ff_map.png
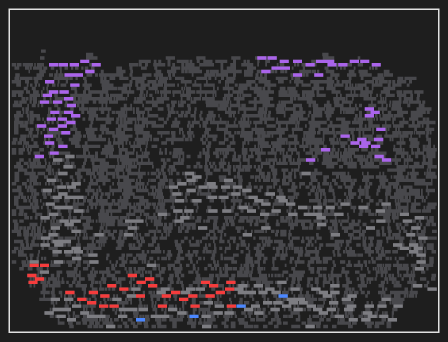
m1.png
Supply wires on this layer in grey. Cells faint in the background.
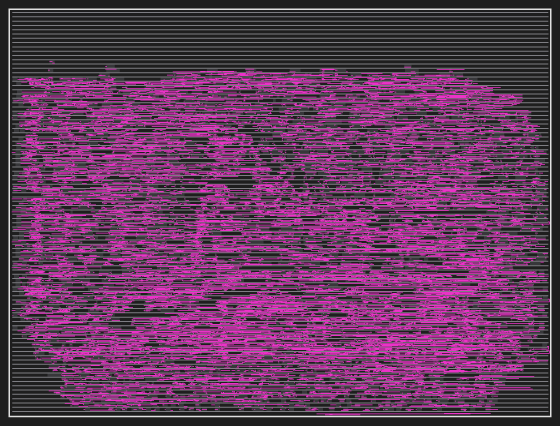
File: src/rtl/mult_seq_if.sv
// Handshake and operand/result bundle for the iterative ARM multiplier.
// The master drives the request and operands; the slave (mult_seq) drives status and results.
interface mult_seq_if #(
   parameter int N = 32
);
   logic         start;
   logic         long_mul;
   logic         signed_op;
   logic         accumulate;
   logic [N-1:0] rm;
   logic [N-1:0] rs;
   logic [N-1:0] rn_lo;
   logic [N-1:0] rn_hi;
   logic         c_in;
   logic         v_in;
   logic         busy;
   logic         done;
   logic [N-1:0] result_lo;
   logic [N-1:0] result_hi;
   logic [3:0]   nzcv;

   modport master (
      output start, long_mul, signed_op, accumulate, rm, rs, rn_lo, rn_hi, c_in, v_in,
      input  busy, done, result_lo, result_hi, nzcv
   );

   modport slave (
      input  start, long_mul, signed_op, accumulate, rm, rs, rn_lo, rn_hi, c_in, v_in,
      output busy, done, result_lo, result_hi, nzcv
   );
endinterface

File: src/rtl/mult_seq.sv
// Multi-cycle iterative multiplier covering MUL, MLA, UMULL, UMLAL, SMULL and SMLAL.
// Consumes K multiplier bits per cycle on operand magnitudes, then fixes sign and accumulates.
module mult_seq #(
   parameter int N = 32,
   parameter int K = 8
) (
   input logic     clk,
   input logic     reset,
   mult_seq_if.slave bus
);
   localparam int I  = N / K;
   localparam int IW = (I > 1) ? $clog2(I) : 1;

   typedef enum logic [1:0] {
      IDLE,
      CALC,
      FIX
   } state_t;

   state_t          state_q, state_d;
   logic [IW-1:0]   iter_q, iter_d;
   logic [2*N-1:0]  mcand_q, mcand_d;
   logic [2*N-1:0]  prod_q, prod_d;
   logic [N-1:0]    mplier_q, mplier_d;
   logic [N-1:0]    rnLo_q, rnLo_d;
   logic [N-1:0]    rnHi_q, rnHi_d;
   logic [N-1:0]    resLo_q, resLo_d;
   logic [N-1:0]    resHi_q, resHi_d;
   logic [3:0]      nzcv_q, nzcv_d;
   logic            negate_q, negate_d;
   logic            longMul_q, longMul_d;
   logic            cFlag_q, cFlag_d;
   logic            vFlag_q, vFlag_d;
   logic            done_q, done_d;

   logic            rmNeg, rsNeg;
   logic [N-1:0]    rmMag, rsMag;
   logic [2*N-1:0]  term;
   logic [2*N-1:0]  fixProd;
   logic [2*N-1:0]  sum;

   // Magnitudes are taken only for signed long forms; -0x80..0 stays 0x80..0, read as unsigned 2^(N-1).
   always_comb begin
      rmNeg   = bus.long_mul & bus.signed_op & bus.rm[N-1];
      rsNeg   = bus.long_mul & bus.signed_op & bus.rs[N-1];
      rmMag   = rmNeg ? -bus.rm : bus.rm;
      rsMag   = rsNeg ? -bus.rs : bus.rs;
      term    = mcand_q * {{(2*N-K){1'b0}}, mplier_q[K-1:0]};
      fixProd = negate_q ? -prod_q : prod_q;
      sum     = fixProd + {rnHi_q, rnLo_q};
   end

   always_comb begin
      state_d   = state_q;
      iter_d    = iter_q;
      mcand_d   = mcand_q;
      prod_d    = prod_q;
      mplier_d  = mplier_q;
      rnLo_d    = rnLo_q;
      rnHi_d    = rnHi_q;
      resLo_d   = resLo_q;
      resHi_d   = resHi_q;
      nzcv_d    = nzcv_q;
      negate_d  = negate_q;
      longMul_d = longMul_q;
      cFlag_d   = cFlag_q;
      vFlag_d   = vFlag_q;
      done_d    = 1'b0;

      unique case (state_q)
         IDLE: begin
            if (bus.start) begin
               state_d   = CALC;
               iter_d    = '0;
               mcand_d   = {{N{1'b0}}, rmMag};
               mplier_d  = rsMag;
               prod_d    = '0;
               negate_d  = rmNeg ^ rsNeg;
               longMul_d = bus.long_mul;
               // A zeroed accumulator makes the FIX add unconditional for every form.
               rnLo_d    = bus.accumulate ? bus.rn_lo : '0;
               rnHi_d    = (bus.accumulate && bus.long_mul) ? bus.rn_hi : '0;
               cFlag_d   = bus.c_in;
               vFlag_d   = bus.v_in;
            end
         end
         CALC: begin
            prod_d   = prod_q + term;
            mcand_d  = mcand_q << K;
            mplier_d = mplier_q >> K;
            iter_d   = iter_q + IW'(1);
            if (iter_q == IW'(I - 1)) begin
               state_d = FIX;
            end
         end
         FIX: begin
            state_d = IDLE;
            done_d  = 1'b1;
            resLo_d = sum[N-1:0];
            if (longMul_q) begin
               resHi_d = sum[2*N-1:N];
               nzcv_d  = {sum[2*N-1], sum == '0, cFlag_q, vFlag_q};
            end else begin
               resHi_d = '0;
               nzcv_d  = {sum[N-1], sum[N-1:0] == '0, cFlag_q, vFlag_q};
            end
         end
         default: begin
            state_d = IDLE;
         end
      endcase
   end

   always_ff @(posedge clk) begin
      if (reset) begin
         state_q   <= IDLE;
         iter_q    <= '0;
         mcand_q   <= '0;
         prod_q    <= '0;
         mplier_q  <= '0;
         rnLo_q    <= '0;
         rnHi_q    <= '0;
         resLo_q   <= '0;
         resHi_q   <= '0;
         nzcv_q    <= '0;
         negate_q  <= 1'b0;
         longMul_q <= 1'b0;
         cFlag_q   <= 1'b0;
         vFlag_q   <= 1'b0;
         done_q    <= 1'b0;
      end else begin
         state_q   <= state_d;
         iter_q    <= iter_d;
         mcand_q   <= mcand_d;
         prod_q    <= prod_d;
         mplier_q  <= mplier_d;
         rnLo_q    <= rnLo_d;
         rnHi_q    <= rnHi_d;
         resLo_q   <= resLo_d;
         resHi_q   <= resHi_d;
         nzcv_q    <= nzcv_d;
         negate_q  <= negate_d;
         longMul_q <= longMul_d;
         cFlag_q   <= cFlag_d;
         vFlag_q   <= vFlag_d;
         done_q    <= done_d;
      end
   end

   assign bus.busy      = (state_q != IDLE);
   assign bus.done      = done_q;
   assign bus.result_lo = resLo_q;
   assign bus.result_hi = resHi_q;
   assign bus.nzcv      = nzcv_q;
endmodule

File: src/flat_wrapper.sv
// flat-port wrapper written by rule: the top's interface ports become plain ports
module mult_seq_flat 
#(
   parameter int N = 32,
   parameter int K = 8
)
  (clk, reset, bus_start, bus_long_mul, bus_signed_op, bus_accumulate, bus_rm, bus_rs, bus_rn_lo, bus_rn_hi, bus_c_in, bus_v_in, bus_busy, bus_done, bus_result_lo, bus_result_hi, bus_nzcv);
  mult_seq_if #(.N(N)) bus_i ();
  input logic clk;
  input logic reset;
  input wire logic [$bits(bus_i.start)-1:0] bus_start;
  input wire logic [$bits(bus_i.long_mul)-1:0] bus_long_mul;
  input wire logic [$bits(bus_i.signed_op)-1:0] bus_signed_op;
  input wire logic [$bits(bus_i.accumulate)-1:0] bus_accumulate;
  input wire logic [$bits(bus_i.rm)-1:0] bus_rm;
  input wire logic [$bits(bus_i.rs)-1:0] bus_rs;
  input wire logic [$bits(bus_i.rn_lo)-1:0] bus_rn_lo;
  input wire logic [$bits(bus_i.rn_hi)-1:0] bus_rn_hi;
  input wire logic [$bits(bus_i.c_in)-1:0] bus_c_in;
  input wire logic [$bits(bus_i.v_in)-1:0] bus_v_in;
  output wire logic [$bits(bus_i.busy)-1:0] bus_busy;
  output wire logic [$bits(bus_i.done)-1:0] bus_done;
  output wire logic [$bits(bus_i.result_lo)-1:0] bus_result_lo;
  output wire logic [$bits(bus_i.result_hi)-1:0] bus_result_hi;
  output wire logic [$bits(bus_i.nzcv)-1:0] bus_nzcv;
  assign bus_i.start = bus_start;
  assign bus_i.long_mul = bus_long_mul;
  assign bus_i.signed_op = bus_signed_op;
  assign bus_i.accumulate = bus_accumulate;
  assign bus_i.rm = bus_rm;
  assign bus_i.rs = bus_rs;
  assign bus_i.rn_lo = bus_rn_lo;
  assign bus_i.rn_hi = bus_rn_hi;
  assign bus_i.c_in = bus_c_in;
  assign bus_i.v_in = bus_v_in;
  assign bus_busy = bus_i.busy;
  assign bus_done = bus_i.done;
  assign bus_result_lo = bus_i.result_lo;
  assign bus_result_hi = bus_i.result_hi;
  assign bus_nzcv = bus_i.nzcv;
  mult_seq #(.N(N), .K(K)) u_core (.clk(clk), .reset(reset), .bus(bus_i));
endmodule
File: config.mk
export PLATFORM = sky130hd
export DESIGN_NAME = mult_seq_flat
export DESIGN_NICKNAME = d
export VERILOG_FILES = /design/src/rtl/mult_seq_if.sv /design/src/rtl/mult_seq.sv /design/src/flat_wrapper.sv
export SDC_FILE = /design/constraint.sdc
export NUM_CORES = 2
export LEC_CHECK = 0
export ABC_AREA = 0
export CAP_MARGIN = 25
export CORE_ASPECT_RATIO = 0.75
export CORE_UTILIZATION = 40
export DETAILED_ROUTE_END_ITERATION = 12
export PLACE_DENSITY = 0.58
export SLEW_MARGIN = 20
export SYNTH_ARGS = -nofsm -noshare
export SYNTH_HDL_FRONTEND = slang
export SYNTH_SLANG_ARGS = --single-unit
File: constraint.sdc
create_clock -name clk -period 12.85 [get_ports clk]
set_clock_uncertainty 0.05 [all_clocks]
set_input_delay 1.285 -clock clk [delete_from_list [all_inputs] [get_ports clk]]
set_output_delay 1.285 -clock clk [all_outputs]
set_load 0.01 [all_outputs]
==> notes.md <==
run results: outcome finished, violations left, violated checks design-rule violations, Tcrit/Tclk final 57.6%, Worst EP required 13260 ps, Seq pwr share 36.6%, Post-synth top cells nand2_1 (561), inv_1 (560), a21oi_1 (428), CP max FO 55, Vias per Instance 5.44, Power Density 72.3 mW/mm², Top non-seq family adder cells, Period minus WS final 7400 ps, critical path's most frequent cell fa_1, Simple Share, Synth 22.0%, Pint 1820 µW, Net Sw Power 972 µW, most common logic cells in the final layout inv_1 (560), nand2_1 (560), a21oi_1 (428), Net Sw Frac 34.8%, R2R Setup Slk 5450 ps, crit path from u_core.mplier_q[2], clock distribution power 1050 µW, leading power group the clock network, CP Depth 20, Clock Tree Buf Depth 3, crit path capture type flip-flop, H-tree depth 2, post-CTS sizing 0, minimum hold slack 402 ps, RePlAce Congestion 0.945, die width 342 µm, die area 0.0881 mm², Hold Crit Start u_core.bus.result_hi[16], Worst Hold Depth 2, asr flop ratio synth 0%, end point of the critical path u_core.prod_q[62], Fin. Hold Viols 0, post-route DRC violation count 3, dpl cells 5517, M1 WL 50800 µm, Fin Setup TNS 0 ps, vias in the first global route 29.5k, layout cells sized above 1 2.84%, Slew headroom 28.0%, Synth top cell by count nand2_1, met2 Resource Use GR 36.7%, row count 93, CP max stage cell o41ai_1, crit-path cells buf_4, and2_1, fa_1, fa_1, fa_1, inv_1, fa_1, inv_1, ha_1, o21ai_0, a21oi_1, nand2_1, o31a_1, o311ai_0, a21oi_1, o41ai_1, o31ai_1, o41ai_1, xnor2_1, a22o_1, total design power 2790 µW, Synth Flop Type dfxtp_1
## Picture notes: ff_map.png
| colour | name in the netlist | flops |
|---|---|---|
| blue | u_core.bus.nzcv | 4 |
| red | u_core.rnLo_q | 32 |
| purple | u_core.mcand_q | 64 |
not coloured: 201

## Picture notes: m1.png
main direction: horizontal
longest straight run: 97.5 µm
wire length on this layer: 50.8 mm
via count: 30.4k
WL final: 107000 µm
grt met1 use: 35.0%

==> metrics by stage <==
stage | setup slack [ps] | util (%) | area (µm²)
3_5_place_dp | 5480 | 43.6 | 37500
4_1_cts | 5440 | 44.9 | 38600
3_3_place_gp | 5580 | 43.5 | 37400
5_1_grt | 4920 | 44.9 | 38600
2_1_floorplan | 6580 | - | 34800
6_report | 5450 | 44.9 | 38600
==> cell type report <==
class | instances | area [µm²] | share of cell area (%)
Multi-Input combinational cell | 3282 | 25600 | 66.3
Sequential cell | 301 | 6030 | 15.6
Timing Repair Buffer | 234 | 2290 | 5.92
Inverter | 560 | 2100 | 5.44
Tap cell | 1140 | 1430 | 3.69
Clock buffer | 44 | 960 | 2.48
Clock inverter | 16 | 204 | 0.528
Power is estimated from default activity; no workload was simulated.
